==> run_1/layer_met1.png <==
Drawn at 8 px/um. Supply wires on this layer in gray.
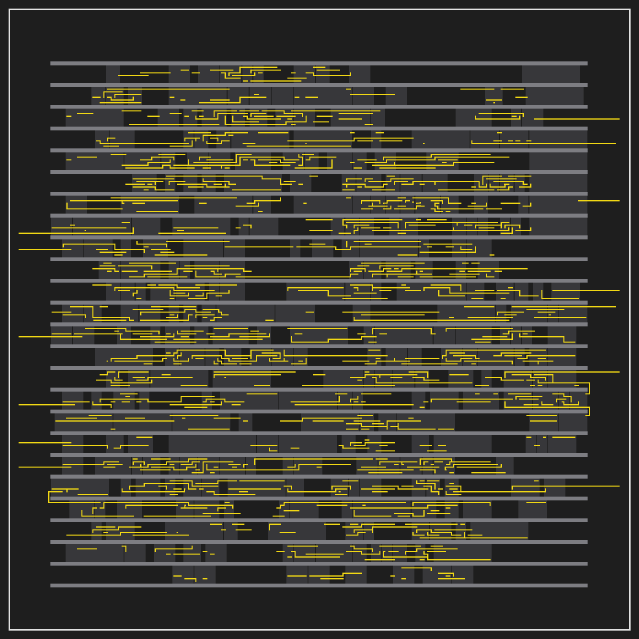
==> run_1/placement.png <==
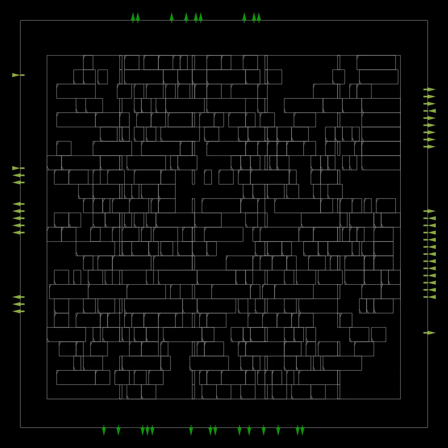
==> run_1/cell_density.png <==
Drawn at 4 px/um. The die is cut into 8 by 8 equal tiles; dark blue is low, red is high, 0 to 100% covered.
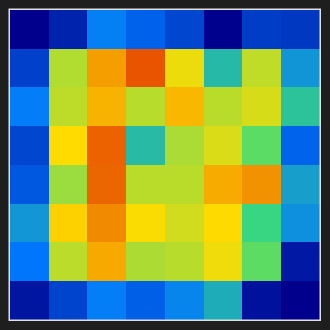
**src/rtl/baccarat_dealer_ctrl.sv**
```systemverilog
// Baccarat dealer sequencing controller.
// Issues the card-register load strobes in deal order, applies the player and
// banker third-card rules to the datapath totals, latches the hand result and
// keeps saturating hand statistics.
//
// state   | meaning
// --------+---------------------------------------------------------------
// S_P1    | wait for step, load player card 1
// S_D1    | wait for step, load banker card 1
// S_P2    | wait for step, load player card 2
// S_D2    | wait for step, load banker card 2
// S_EVAL1 | automatic: natural / player draw / banker draw decision
// S_P3    | wait for step, load player third card
// S_EVAL2 | automatic: banker rule using player third card value
// S_D3    | wait for step, load banker third card
// S_SCORE | automatic: register result, bump statistics
// S_DONE  | hold result; step clears cards and starts the next hand
module baccarat_dealer_ctrl #(
  parameter int CNT_W = 8
) (
  input  logic             clk,
  input  logic             resetb,
  input  logic             step,
  input  logic [3:0]       pscore,
  input  logic [3:0]       dscore,
  input  logic [3:0]       pcard3,
  output logic             load_pcard1,
  output logic             load_pcard2,
  output logic             load_pcard3,
  output logic             load_dcard1,
  output logic             load_dcard2,
  output logic             load_dcard3,
  output logic             clr_cards,
  output logic             done,
  output logic             player_win,
  output logic             dealer_win,
  output logic             tie,
  output logic [CNT_W-1:0] hands,
  output logic [CNT_W-1:0] pwins,
  output logic [CNT_W-1:0] dwins,
  output logic [CNT_W-1:0] ties
);

  typedef enum logic [3:0] {
    S_P1, S_D1, S_P2, S_D2, S_EVAL1, S_P3, S_EVAL2, S_D3, S_SCORE, S_DONE
  } state_t;

  state_t     state, state_nxt;
  logic [3:0] third_val;
  logic       bank_draw;

  // Increment that sticks at all-ones instead of wrapping.
  function automatic logic [CNT_W-1:0] sat_inc(input logic [CNT_W-1:0] c);
    if (&c) return c;
    return c + {{(CNT_W-1){1'b0}}, 1'b1};
  endfunction

  // Face cards and tens count as zero; code 0 (empty) also yields zero.
  always_comb begin
    third_val = 4'd0;
    if (pcard3 >= 4'd1 && pcard3 <= 4'd9) third_val = pcard3;
  end

  // Banker draw decision after the player has taken a third card.
  always_comb begin
    bank_draw = 1'b0;
    case (dscore)
      4'd0, 4'd1, 4'd2: bank_draw = 1'b1;
      4'd3:             bank_draw = (third_val != 4'd8);
      4'd4:             bank_draw = (third_val >= 4'd2) && (third_val <= 4'd7);
      4'd5:             bank_draw = (third_val >= 4'd4) && (third_val <= 4'd7);
      4'd6:             bank_draw = (third_val >= 4'd6) && (third_val <= 4'd7);
      default:          bank_draw = 1'b0;
    endcase
  end

  // Next-state and Mealy strobe logic; strobes are suppressed during reset.
  always_comb begin
    state_nxt   = state;
    load_pcard1 = 1'b0;
    load_pcard2 = 1'b0;
    load_pcard3 = 1'b0;
    load_dcard1 = 1'b0;
    load_dcard2 = 1'b0;
    load_dcard3 = 1'b0;
    clr_cards   = 1'b0;
    case (state)
      S_P1: if (step) begin load_pcard1 = 1'b1; state_nxt = S_D1; end
      S_D1: if (step) begin load_dcard1 = 1'b1; state_nxt = S_P2; end
      S_P2: if (step) begin load_pcard2 = 1'b1; state_nxt = S_D2; end
      S_D2: if (step) begin load_dcard2 = 1'b1; state_nxt = S_EVAL1; end
      S_EVAL1: begin
        if (pscore >= 4'd8 || dscore >= 4'd8) state_nxt = S_SCORE;
        else if (pscore <= 4'd5)             state_nxt = S_P3;
        else if (dscore <= 4'd5)             state_nxt = S_D3;
        else                                 state_nxt = S_SCORE;
      end
      S_P3: if (step) begin load_pcard3 = 1'b1; state_nxt = S_EVAL2; end
      S_EVAL2: state_nxt = bank_draw ? S_D3 : S_SCORE;
      S_D3: if (step) begin load_dcard3 = 1'b1; state_nxt = S_SCORE; end
      S_SCORE: state_nxt = S_DONE;
      S_DONE: if (step) begin clr_cards = 1'b1; state_nxt = S_P1; end
      default: state_nxt = S_P1;
    endcase
    if (!resetb) begin
      load_pcard1 = 1'b0;
      load_pcard2 = 1'b0;
      load_pcard3 = 1'b0;
      load_dcard1 = 1'b0;
      load_dcard2 = 1'b0;
      load_dcard3 = 1'b0;
      clr_cards   = 1'b0;
    end
  end

  assign done = (state == S_DONE);

  // State register.
  always_ff @(posedge clk) begin
    if (!resetb) state <= S_P1;
    else         state <= state_nxt;
  end

  // Result flags: set once in S_SCORE, cleared when the next hand starts.
  always_ff @(posedge clk) begin
    if (!resetb) begin
      player_win <= 1'b0;
      dealer_win <= 1'b0;
      tie        <= 1'b0;
    end else if (state == S_SCORE) begin
      player_win <= (pscore > dscore);
      dealer_win <= (dscore > pscore);
      tie        <= (pscore == dscore);
    end else if (state == S_DONE && step) begin
      player_win <= 1'b0;
      dealer_win <= 1'b0;
      tie        <= 1'b0;
    end
  end

  // Saturating statistics, persistent across hands until reset.
  always_ff @(posedge clk) begin
    if (!resetb) begin
      hands <= '0;
      pwins <= '0;
      dwins <= '0;
      ties  <= '0;
    end else if (state == S_SCORE) begin
      hands <= sat_inc(hands);
      if (pscore > dscore)      pwins <= sat_inc(pwins);
      else if (dscore > pscore) dwins <= sat_inc(dwins);
      else                      ties  <= sat_inc(ties);
    end
  end

endmodule

```
**config.mk**
```make
export PLATFORM = sky130hd
export DESIGN_NAME = baccarat_dealer_ctrl
export DESIGN_NICKNAME = d
export VERILOG_FILES = /design/src/rtl/baccarat_dealer_ctrl.sv
export SDC_FILE = /design/constraint.sdc
export NUM_CORES = 1
export LEC_CHECK = 0
export CORE_MARGIN = 5
export CORE_UTILIZATION = 49
export CTS_CLUSTER_DIAMETER = 100
export DETAILED_ROUTE_END_ITERATION = 8
export MAX_ROUTING_LAYER = met4
export PLACE_DENSITY_LB_ADDON = 0.25
export SETUP_SLACK_MARGIN = 0.2
export SLEW_MARGIN = 20
export SYNTH_ARGS = -nofsm -noshare
export SYNTH_HDL_FRONTEND = slang
export SYNTH_SLANG_ARGS = --single-unit
export TNS_END_PERCENT = 50
```
**constraint.sdc**
```tcl
create_clock -name clk -period 3.36 [get_ports clk]
set_input_delay 0.672 -clock clk [delete_from_list [all_inputs] [get_ports clk]]
set_output_delay 0.672 -clock clk [all_outputs]
set_load 0.1 [all_outputs]
```
==> results_slide.txt, run 1 <==
Key Metrics from the Run

Outcome
  – Status: finished, final reports clean

Pwr
  – Psw: 237.1 uW
  – Peak supply drop: 0.3725 mV
  – Internal Power: 724.1 uW
  – Power per cell area: 330.2 nW/um^2

Synthesis
  – Adder share: 4.499%
  – Yosys cell count: 278
  – Number of enable flip-flop cells: 0
  – Area fraction in xor and xnor cells: 3.150%
  – Largest cells by area: dfxtp_1, a21oi_1, ha_1
  – Yosys synthesis warning count: 0
  – Top-area cell share: 35.10%
  – Seq/Total Area, Yosys: 35.10%
  – Flops & latches, synth: 39
  – Mux frac, synth: 2.700%
  – Area leader, netlist: dfxtp_1
  – Main flop type: dfxtp_1
  – Synth Area per Inst: 8.002 sq um
  – Cell Type Count: 49
  – Post-synth ARST share: 0%
  – Area fraction in compound gates: 19.69%

Route
  – Routed met2 length: 2.602 mm
  – WL/cell: 14.85 um
  – Routed Antenna Nets: 0
  – Uppermost layer routed: met4
  – Post-Route M1 WL: 2.626 mm
  – Vias per cell: 5.830
  – DRC: 0
  – Routed WL: 5.672 mm

CTS
  – CTS sink cnt: 39
  – TritonCTS clock tree: done
  – CTS resizes: 0
  – Skew-Pair Late Insertion Delay: 0.29 ns
  – Post-CTS Setup Repair Bufs: 0
  – Root Driver: clkbuf_8
  – Clock-pin slew on the worst setup and hold paths: 0.09 ns
  – Max clock buf depth: 2

Final timing
  – Period utilization: 82.59%
  – Count of final setup violators: 0
  – Unrepaired setup endpoints after global routing: false
  – Hold slack: 0.4686 ns
  – Worst-Margin Slew: 0.6243 ns
  – Setup tns final: 0 ns
  – Final Critical Period: 2.775 ns
  – Hold Fails Final Rpt: 0
  – Fin Clk Skew: 0.01026 ns

Placed design
  – Gp weighted congestion: 0.8524
  – Cell Area, Placed: 2799 sq um
  – Hpwl dp: 4.041 mm
  – Pre-CTS WS: 0.2927 ns

Cells and area
  – Synthesis-to-layout area growth: 30.88%
  – Share of layout cells above drive strength 1: 18.18%
  – Fin area: 2912 sq um
  – Antenna diode count: 0
  – Fin nets: 352

Job
  – Max-cap viol count: 0
  – Tool Warnings: 27

Worst setup path
  – R2R cell count: 5
  – CP Depth: 8
  – Crit-path max FO: 12
  – Largest stage delay, worst path: 0.59 ns
  – Buf+Inv Stages, Crit Path: 2
  – Startpoint Class: primary input
  – Critical Path RT: 3.59 ns
  – Critical path's slowest cell: or4_1
  – Type of element capturing the critical path: register

Global route
  – Number of global-route vias before repair: 2,058
  – Grt total ovfl: 0
  – First-pass GRT wire length: 9.515 mm
  – GRT Resource Usage Total: 19.31%
  – Largest net degree at the start of global routing: 31
  – Initial antenna violation count: 0

Hold path
  – Hold Crit Depth: 2

Floorplan
  – DIE HEIGHT: 77.38 um
  – Die Size: 5988 sq um
Back to the opening pictures, layer_met1.png:
nets with wire on the layer: 313
longest straight run: 19.3 um
Vias: 2,227
met1 usage: 24.91%

Back to the opening pictures, placement.png:
fill count: 380
# rows: 24
flip-flops: 39
Non-Filler Instances: 382
core area: 4384 sq um

Back to the opening pictures, cell_density.png:
densest ninth of the die: center
fullest tile: 90%
tiles over 75% full: 20%
emptiest ninth of the die: south-east

==> run 1: state kept, by name, summed over array words and instances, names as in the netlist <==
register	count
player_win	1
ties	8
dwins	8
dealer_win	1
hands	8
tie	1
pwins	8
state	4
==> run 1: area by class of cell <==
cell class              instances  area (sq um)  area share, %
well taps                      52         65.06          2.235
multi-input cells             210          1335          45.85
inverters                      14         52.55          1.805
clock inverters                 3         43.79          1.504
repair buffers                 59         565.5          19.42
clock buffers                   5         68.82          2.364
flip-flops and latches         39         780.7          26.82
==> run 1: kinds of logic (layout without fill, tap and decap cells) <==
logic type	count (synthesis)	after routing
flops	39	39
xor+xnor	8	8
compound gates	68	68
buf+inv	29	81
mux	6	6
simple gates	120	120
fa+ha+maj	8	8
==> run 1: layer usage <==
metal	vias up	GRT usage, %
li1	1129	-
met4	0	6.529
met3	7	3.819
met1	1013	24.91
met5	-	-
met2	78	30.22
==> run 1: power by group through the flow <==
stage / logic, mW / clock network, mW / registers [mW]
final: 0.0923 / 0.394 / 0.475
after global routing: 0.101 / 0.419 / 0.476
after CTS: 0.0923 / 0.402 / 0.474
after detailed placement: 0.0919 / 0 / 0.485
after global placement: 0.0905 / 0 / 0.485
after floorplan: 0.0583 / 0 / 0.480
==> run 1: final timing paths <==
path	start	endpoint	slack, ns
worst max-delay path	pscore[1]	pwins[7]	0.59
worst min-delay path	tie	tie	0.47
worst max register to register	state[3]	dwins[6]	1.18
worst min register to register	tie	tie	0.47
==> run 1: cell usage after synthesis, types with 2 or more instances <==
cell,n
nand4_1,11
dfxtp_1,39
a21oi_1,24
nor2b_1,4
or3_1,4
clkbuf_1,11
or4_1,8
o31ai_1,8
nor2_1,22
or2_2,2
xor2_1,7
o21ai_0,13
inv_1,14
a21o_1,2
mux2i_1,6
and3_1,4
o311ai_0,2
buf_2,2
o41ai_1,4
ha_1,8
o32ai_1,3
nand2_1,26
nand2b_1,7
nor3_1,4
nand3_1,18
o21a_1,2
==> run 1: cell usage in the layout (no fill, tap or decap), drive strengths merged, types with 3 or more instances in the layout <==
cell type,instances
nor2b,4
or3,4
nor3,4
nand4,11
nand3,18
buf,45
xor2,7
or4,8
nor2,22
inv,14
clkbuf,5
nand2,26
ha,8
nand2b,7
dfxtp,39
and3,4
a21oi,24
mux2i,6
o32ai,3
o31ai,8
o21ai,13
clkdlybuf4s50,14
o41ai,4
==> run 1: worst register-to-register path, stage by stage (launching register included) <==
cell and delay (ns):
dfxtp_1 0.58, nor4b_4 0.39, nand2b_1 0.09, a21o_1 0.34, or4_1 0.58, a21oi_1 0.14
==> run 1: per-stage QoR <==
stage / std cells / utilization (%) / power [mW]
final: 382 / 66.41 / 0.9613
after global routing: 382 / 66.41 / 0.9953
after CTS: 382 / 66.41 / 0.9681
after detailed placement: 374 / 63.84 / 0.5771
after global placement: 374 / 63.84 / 0.5756
after floorplan: 278 / - / 0.5388
==> run_1/sizes.png <==
Drawn at 4 px/um.
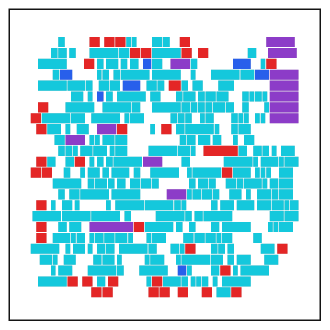

--- run 2 (diff from run 1) ---
Settings changed: CORE_UTILIZATION 49 to 44.
Clock period 3.36 ns to 2.35 ns, I/O delays scaled along.
==> run_2/sizes.png <==
Drawn at 4 px/um.
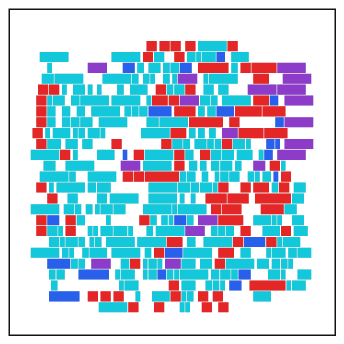
[_6 and larger] purple | cells: 18 | share: 5.1%
[_0 and _1 cells] cyan | cells: 232 | share: 65%
[_3 and _4 cells] red | cells: 83 | share: 23%
[_2 cells] blue | cells: 22 | share: 6.2%
Final WS setup: 0.2545 ns
fin area: 3372 sq um
synthesis-to-layout area growth: 51.57%
Non-CTS buffers: 83

==> run_2/layer_met1.png <==
Drawn at 8 px/um. Supply wires on this layer in gray.
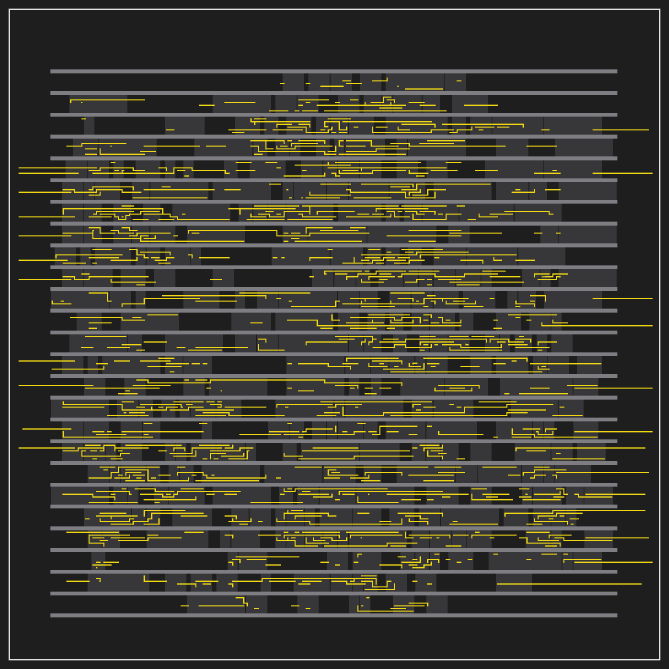
wire length on this layer: 2,710 um
share of all routed wire: 45%
main direction: horizontal
longest straight run: 18.9 um
nets with wire on the layer: 349

==> run 2 against run 1 <==
  * Power grew 41%
  * Largest cell class unchanged
  * Register-to-register slack lost 0.72 ns
  * Count of clock-buffer cells in the layout grew 3
  * Sequential power grew 41%
  * Via count grew 5.1%
  * Clock skew shrank 0.0060 ns
  * Cell area grew 16%
  * Worst setup slack lost 0.33 ns
  * Synthesized cell count is the same
  * Sequential share of layout area shrank 3.5 points
  * First-iteration DRC count grew 12%
  * Final cell count grew 10%
==> results_slide.txt, run 2 <==
Key Metrics from the Run

Global route
  – Largest net degree at the start of global routing: 31 (unchanged)
  – First-pass GRT wire length: 9.936 mm (+4.4%)
  – GRT Resource Usage Total: 19.81% (+0.50 points)
  – Initial antenna violation count: 0 (unchanged)
  – Grt total ovfl: 0 (unchanged)
  – Number of global-route vias before repair: 2,175 (+5.7%)

Floorplan
  – Die Size: 6578 sq um (+9.9%)
  – # rows: 25 (+4.2%)
  – DIE HEIGHT: 81.11 um (+4.8%)
  – IO Pins: 58
  – Core area: 4817 sq um (+9.9%)

CTS
  – CTS sink cnt: 39 (unchanged)
  – TritonCTS clock tree: done
  – TritonCTS Buffers: 5
  – Root Driver: clkbuf_8
  – Clock-pin slew on the worst setup and hold paths: 0.07 ns (-0.02 ns)
  – Skew-Pair Late Insertion Delay: 0.29 ns (about the same)
  – Max clock buf depth: 2 (unchanged)

Route
  – First-pass DRT Iterations: 5
  – Vias: 2,341 (+5.1%)
  – WL/cell: 14.37 um (-3.2%)
  – Routed Antenna Nets: 0 (unchanged)
  – DRC: 0 (unchanged)
  – Vias per cell: 5.547 (-4.8%)
  – Routed WL: 6.066 mm (+6.9%)

Placed design
  – Gp weighted congestion: 0.8221 (-3.6%)
  – Hpwl dp: 4.117 mm (+1.9%)
  – Input/output buffers: 57
  – Cell Area, Placed: 3010 sq um (+7.6%)

Worst setup path
  – Crit Path Class: primary input to register
  – Buf+Inv Stages, Crit Path: 3 (+1)
  – Type of element capturing the critical path: register
  – Critical path's slowest cell: or4_4
  – Crit-path max FO: 5 (-7)
  – Top delay family on crit path: simple AND/OR/NAND/NOR gates
  – Critical Path RT: 2.58 ns (-1.01 ns)
  – Startpoint Class: primary input
  – Largest stage delay, worst path: 0.51 ns (-0.08 ns)
  – Arr. time, crit path: 2.32 ns
  – CP cell instances: dlygate4sd2_1 -> inv_1 -> ha_1 -> nor2b_2 -> o211ai_1 -> buf_4 -> a21o_4 -> or4_4 -> a21oi_2

Synthesis
  – Synth Area per Inst: 8.002 sq um (unchanged)
  – Main flop type: dfxtp_1
  – Mapped Cells: 278
  – Flops & latches, synth: 39 (unchanged)
  – Number of enable flip-flop cells: 0 (unchanged)
  – Area leader, netlist: dfxtp_1
  – Synth top cell by count: dfxtp_1
  – Yosys synthesis warning count: 0 (unchanged)
  – Post-synth ARST share: 0% (unchanged)
  – Yosys chip area: 2225 sq um
  – Seq/Total Area, Yosys: 35.10% (unchanged)
  – Top cells by count: dfxtp_1, nand2_1, a21oi_1, nor2_1, nand3_1
  – Mapped Area: 2225 sq um
  – Syn nets: 301
  – Top-area cell share: 35.10% (unchanged)
  – Largest cells by area: dfxtp_1, a21oi_1, ha_1
  – Yosys cell count: 278 (unchanged)
  – Cell Type Count: 49 (unchanged)

Cells and area
  – Antenna diode count: 0 (unchanged)
  – Share of layout cells above drive strength 1: 34.65% (+16 points)
  – Commonest non-fill, non-tap cells in the layout: buf_4, dfxtp_1, nand2_1, a21oi_1, nor2_1
  – Fill count: 408 (+7.4%)
  – Top cell excl fill/tap: buf_4
  – Fin nets: 377 (+7.1%)

Job
  – Tool Warnings: 29 (+7.4%)
  – Max-cap viol count: 0 (unchanged)

Pwr
  – Peak supply drop: 0.3293 mV (-12%)
  – Final Power: 1.357 mW (+41%)
  – Power per cell area: 402.4 nW/um^2 (+22%)

Final timing
  – Final Critical Period: 2.096 ns
  – Fin Clk Skew: 0.004288 ns (-0.005974 ns)
  – Unrepaired setup endpoints after global routing: true
  – Hold Fails Final Rpt: 0 (unchanged)
  – Hold slack: 0.4753 ns (+0.006688 ns)
  – Slew Viols, Final: 0
  – Count of final setup violators: 0 (unchanged)
  – Worst-Margin Slew: 0.8003 ns (+0.1760 ns)
  – Period utilization: 89.17%

Outcome
  – Status: finished, final reports clean

Hold path
  – Type of the most critical hold path: register to register
## run 2: cell counts after synthesis
Identical to the previous run, type by type.
## run 2: power breakdown
part	leakage, nW	switching, mW	total (mW)	internal, mW
clock network	0.0515	0.225	0.493	0.268
registers	0.316	0.00677	0.671	0.664
logic	0.890	0.112	0.193	0.0805
## run 2: path summary, 6_finish.rpt
kind / slack, ns / from / endpoint / cells after the start
max: 0.25 / pscore[1] / dwins[4] / 9
min: 0.48 / player_win / player_win / 2
max reg2reg: 0.46 / state[3] / dwins[4] / 6
min reg2reg: 0.48 / player_win / player_win / 2
## run 2: routing by layer
layer | up-vias | global-route usage (%) | wire [um]
met3 | 10 | 5.322 | 363
met5 | - | - | 0
met2 | 76 | 31.44 | 2900
li1 | 1178 | - | -
met4 | 0 | 6.926 | 91
met1 | 1077 | 24.25 | 2710
## run 2: cells by family after synthesis
group / after synthesis / share of synthesized area, %
AND/OR/NAND/NOR: 120 / 29.53
AND-OR/OR-AND: 68 / 19.69
flip-flops: 39 / 35.10
buffers and inverters: 29 / 5.343
XOR/XNOR: 8 / 3.150
adder cells (fa/ha/maj): 8 / 4.500
multiplexers: 6 / 2.700
## run 2: what timing repair did
action	in CTS	in global routing
endpoints found under the hold margin	0	0
resized	22	27
endpoints found under the setup margin	29	28
pin swaps	20	13
gates cloned	1	0
hold buffers	0	0
setup buffers	6	2
## run 2: tightest hold or removal path, delay by kind of cell (launching register included)
kind | cells | cell delay, ns
AND-OR/OR-AND | 1 | 0.05
flip-flops | 1 | 0.32
AND/OR/NAND/NOR | 1 | 0.06
## run 2: cell type report
cell class	instances	area (sq um)	share of cell area, %
sequential	39	787.0	23.34
timing repair buffer	83	772.0	22.89
clock buffer	8	100.1	2.968
tap	67	83.83	2.486
inverter	14	61.31	1.818
multi-input combinational	211	1568	46.49
## run 2: through the flow
| stage | setup WS [ns] | cells | util (%) | TNS, ns |
|---|---|---|---|---|
| after global routing | 0.1714 | 422 | 70.00 | 0 |
| after floorplan | -0.1193 | 278 | - | -0.1193 |
| after CTS | 0.1748 | 420 | 67.58 | 0 |
| after global placement | -0.3441 | 405 | 62.49 | -5.457 |
| after detailed placement | -0.3796 | 405 | 62.49 | -6.261 |
| final | 0.2545 | 422 | 70.00 | 0 |
--- run 3 (diff from run 2) ---
Settings changed: HOLD_SLACK_MARGIN set to 0.1.
==> run_3/sizes.png <==
Drawn at 4 px/um.
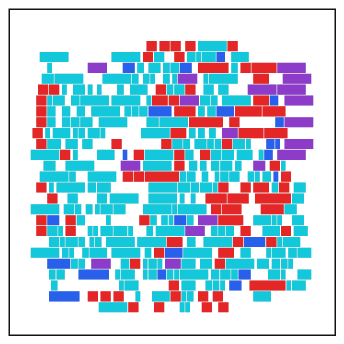
[_0 and _1 cells] cyan | cells: 232 | share: 65%
[_2 cells] blue | cells: 22 | share: 6.2%
[_6 and larger] purple | cells: 18 | share: 5.1%
[_3 and _4 cells] red | cells: 83 | share: 23%

==> run_3/cell_density.png <==
Drawn at 4 px/um. The die is cut into 8 by 8 equal tiles; dark blue is low, red is high, 0 to 100% covered.
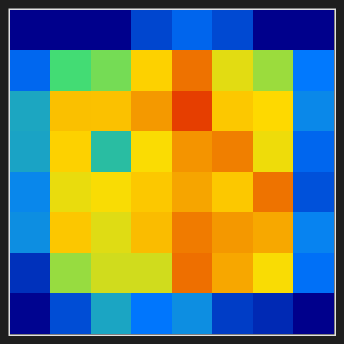
tiles over 75% full: 34%
densest ninth of the die: center
mean over tiles: 50%
nearly empty tiles: 11%
fullest tile: 93%

==> run 3 against run 2 <==
  * Utilization unchanged
  * Via count unchanged
  * Synthesized cell count is the same
  * Clock skew is the same
  * Global-route usage did not move
  * Critical path depth unchanged
  * Hold slack unchanged
  * Critical endpoint unchanged
  * Largest cell class unchanged
==> results_slide.txt, run 3 <==
Key Metrics from the Run

Outcome
  – Status: finished, final reports clean

Final timing
  – Final WS setup: 0.2545 ns (unchanged)
  – Count of final setup violators: 0 (unchanged)
  – Fin Clk Skew: 0.004288 ns (unchanged)
  – Final Critical Period: 2.096 ns (unchanged)
  – Period utilization: 89.17% (unchanged)
  – Unrepaired setup endpoints after global routing: true
  – Slew Viols, Final: 0 (unchanged)
  – Worst-Margin Slew: 0.8003 ns (unchanged)
  – Hold slack: 0.4753 ns (unchanged)

Pwr
  – Psw: 344.6 uW (unchanged)
  – Peak supply drop: 0.3293 mV (unchanged)
  – Internal Power: 1.012 mW (unchanged)
  – Clock share of power: 36.3% (about the same)

Cells and area
  – Fin nets: 377 (unchanged)
  – Fill count: 408 (unchanged)
  – Commonest non-fill, non-tap cells in the layout: buf_4, dfxtp_1, nand2_1, a21oi_1, nor2_1
  – Fin area: 3372 sq um (unchanged)
  – Synthesis-to-layout area growth: 51.57% (unchanged)

Synthesis
  – Area fraction in compound gates: 19.69% (unchanged)
  – Yosys cell count: 278 (unchanged)
  – Syn nets: 301 (unchanged)
  – Top logic family: simple AND/OR/NAND/NOR gates
  – Yosys chip area: 2225 sq um (unchanged)
  – Cell Type Count: 49 (unchanged)
  – Flops & latches, synth: 39 (unchanged)
  – Mapped Area: 2225 sq um (unchanged)
  – Simple share: 29.53% (unchanged)
  – Seq/Total Area, Yosys: 35.10% (unchanged)
  – Mapped Cells: 278 (unchanged)
  – Main flop type: dfxtp_1

CTS
  – Root Driver: clkbuf_8
  – Clock-pin slew on the worst setup and hold paths: 0.07 ns (about the same)
  – TritonCTS Buffers: 5 (unchanged)
  – Max clock buf depth: 2 (unchanged)

Hold path
  – Hold Crit Depth: 2 (unchanged)

Global route
  – First-pass GRT wire length: 9.936 mm (unchanged)
  – Number of global-route vias before repair: 2,175 (unchanged)
  – Initial antenna violation count: 0 (unchanged)
  – Grt total ovfl: 0 (unchanged)
  – GRT Resource Usage Total: 19.81% (unchanged)

Worst setup path
  – Arr. time, crit path: 2.32 ns (about the same)
  – R2R cell count: 6 (unchanged)
  – Critical Path RT: 2.58 ns (about the same)

Floorplan
  – Die Size: 6578 sq um (unchanged)
  – DIE HEIGHT: 81.11 um (unchanged)
  – # rows: 25 (unchanged)
  – Core area: 4817 sq um (unchanged)

Placed design
  – Hpwl dp: 4.117 mm (unchanged)
  – Cells after DPL: 405 (unchanged)

Route
  – Routed length on met3: 363 um (unchanged)
  – Vias: 2,341 (unchanged)
  – Uppermost layer routed: met4
  – Post-Route M1 WL: 2.710 mm (unchanged)
  – First-pass DRT Iterations: 5 (unchanged)

Job
  – Tool Warnings: 29 (unchanged)
  – Max-cap viol count: 0 (unchanged)
run 3: cell counts after synthesis:
No cell type changed its count.
run 3: metrics by stage:
step	power (mW)	setup TNS [ns]
6_report	1.357	0
5_1_grt	1.419	0
4_1_cts	1.359	0
3_5_place_dp	0.8452	-6.261
3_3_place_gp	0.8431	-5.457
2_1_floorplan	0.7802	-0.1193
run 3: worst paths after layout:
path | startpoint | slack [ns] | end
setup / recovery | pscore[1] | 0.25 | dwins[4]
hold / removal | player_win | 0.48 | player_win
setup reg to reg | state[3] | 0.46 | dwins[4]
hold reg to reg | player_win | 0.48 | player_win
run 3: power by group through the flow:
| stage | Clock, mW | Sequential [mW] | Combinational (mW) |
|---|---|---|---|
| 2_1_floorplan | 0 | 0.688 | 0.0921 |
| 3_3_place_gp | 0 | 0.686 | 0.157 |
| 3_5_place_dp | 0 | 0.686 | 0.159 |
| 4_1_cts | 0.509 | 0.671 | 0.179 |
| 5_1_grt | 0.541 | 0.671 | 0.207 |
| 6_report | 0.493 | 0.671 | 0.193 |
run 3: metal layers:
metal / GRT usage (%) / vias up
li1: - / 1178
met1: 24.25 / 1077
met2: 31.44 / 76
met3: 5.322 / 10
met4: 6.926 / 0
met5: - / -
run 3: area by class of cell:
| cell class | count | area, sq um | area share [%] |
|---|---|---|---|
| Timing Repair Buffer | 83 | 772.0 | 22.89 |
| Clock buffer | 8 | 100.1 | 2.968 |
| Inverter | 14 | 61.31 | 1.818 |
| Tap cell | 67 | 83.83 | 2.486 |
| Multi-Input combinational cell | 211 | 1568 | 46.49 |
| Sequential cell | 39 | 787.0 | 23.34 |
run 3: kinds of logic after synthesis:
logic type / Yosys count
AND/OR/NAND/NOR: 120
AND-OR/OR-AND: 68
flip-flops: 39
buffers and inverters: 29
XOR/XNOR: 8
adder cells (fa/ha/maj): 8
multiplexers: 6
run 3: critical path, stage by stage:
cell and delay [ns]:
dlygate4sd2_1 0.21, inv_1 0.04, ha_1 0.29, nor2b_2 0.13
o211ai_1 0.11, buf_4 0.18, a21o_4 0.21, or4_4 0.51
a21oi_2 0.15
run 3: what timing repair did:
| item | CTS | global route |
|---|---|---|
| buffers inserted | 6 | 2 |
| gates cloned | 1 | 0 |
| resized | 22 | 27 |
| setup endpoints to repair | 29 | 28 |
| pin swaps | 20 | 13 |
Power and IR drop assume default switching activity.
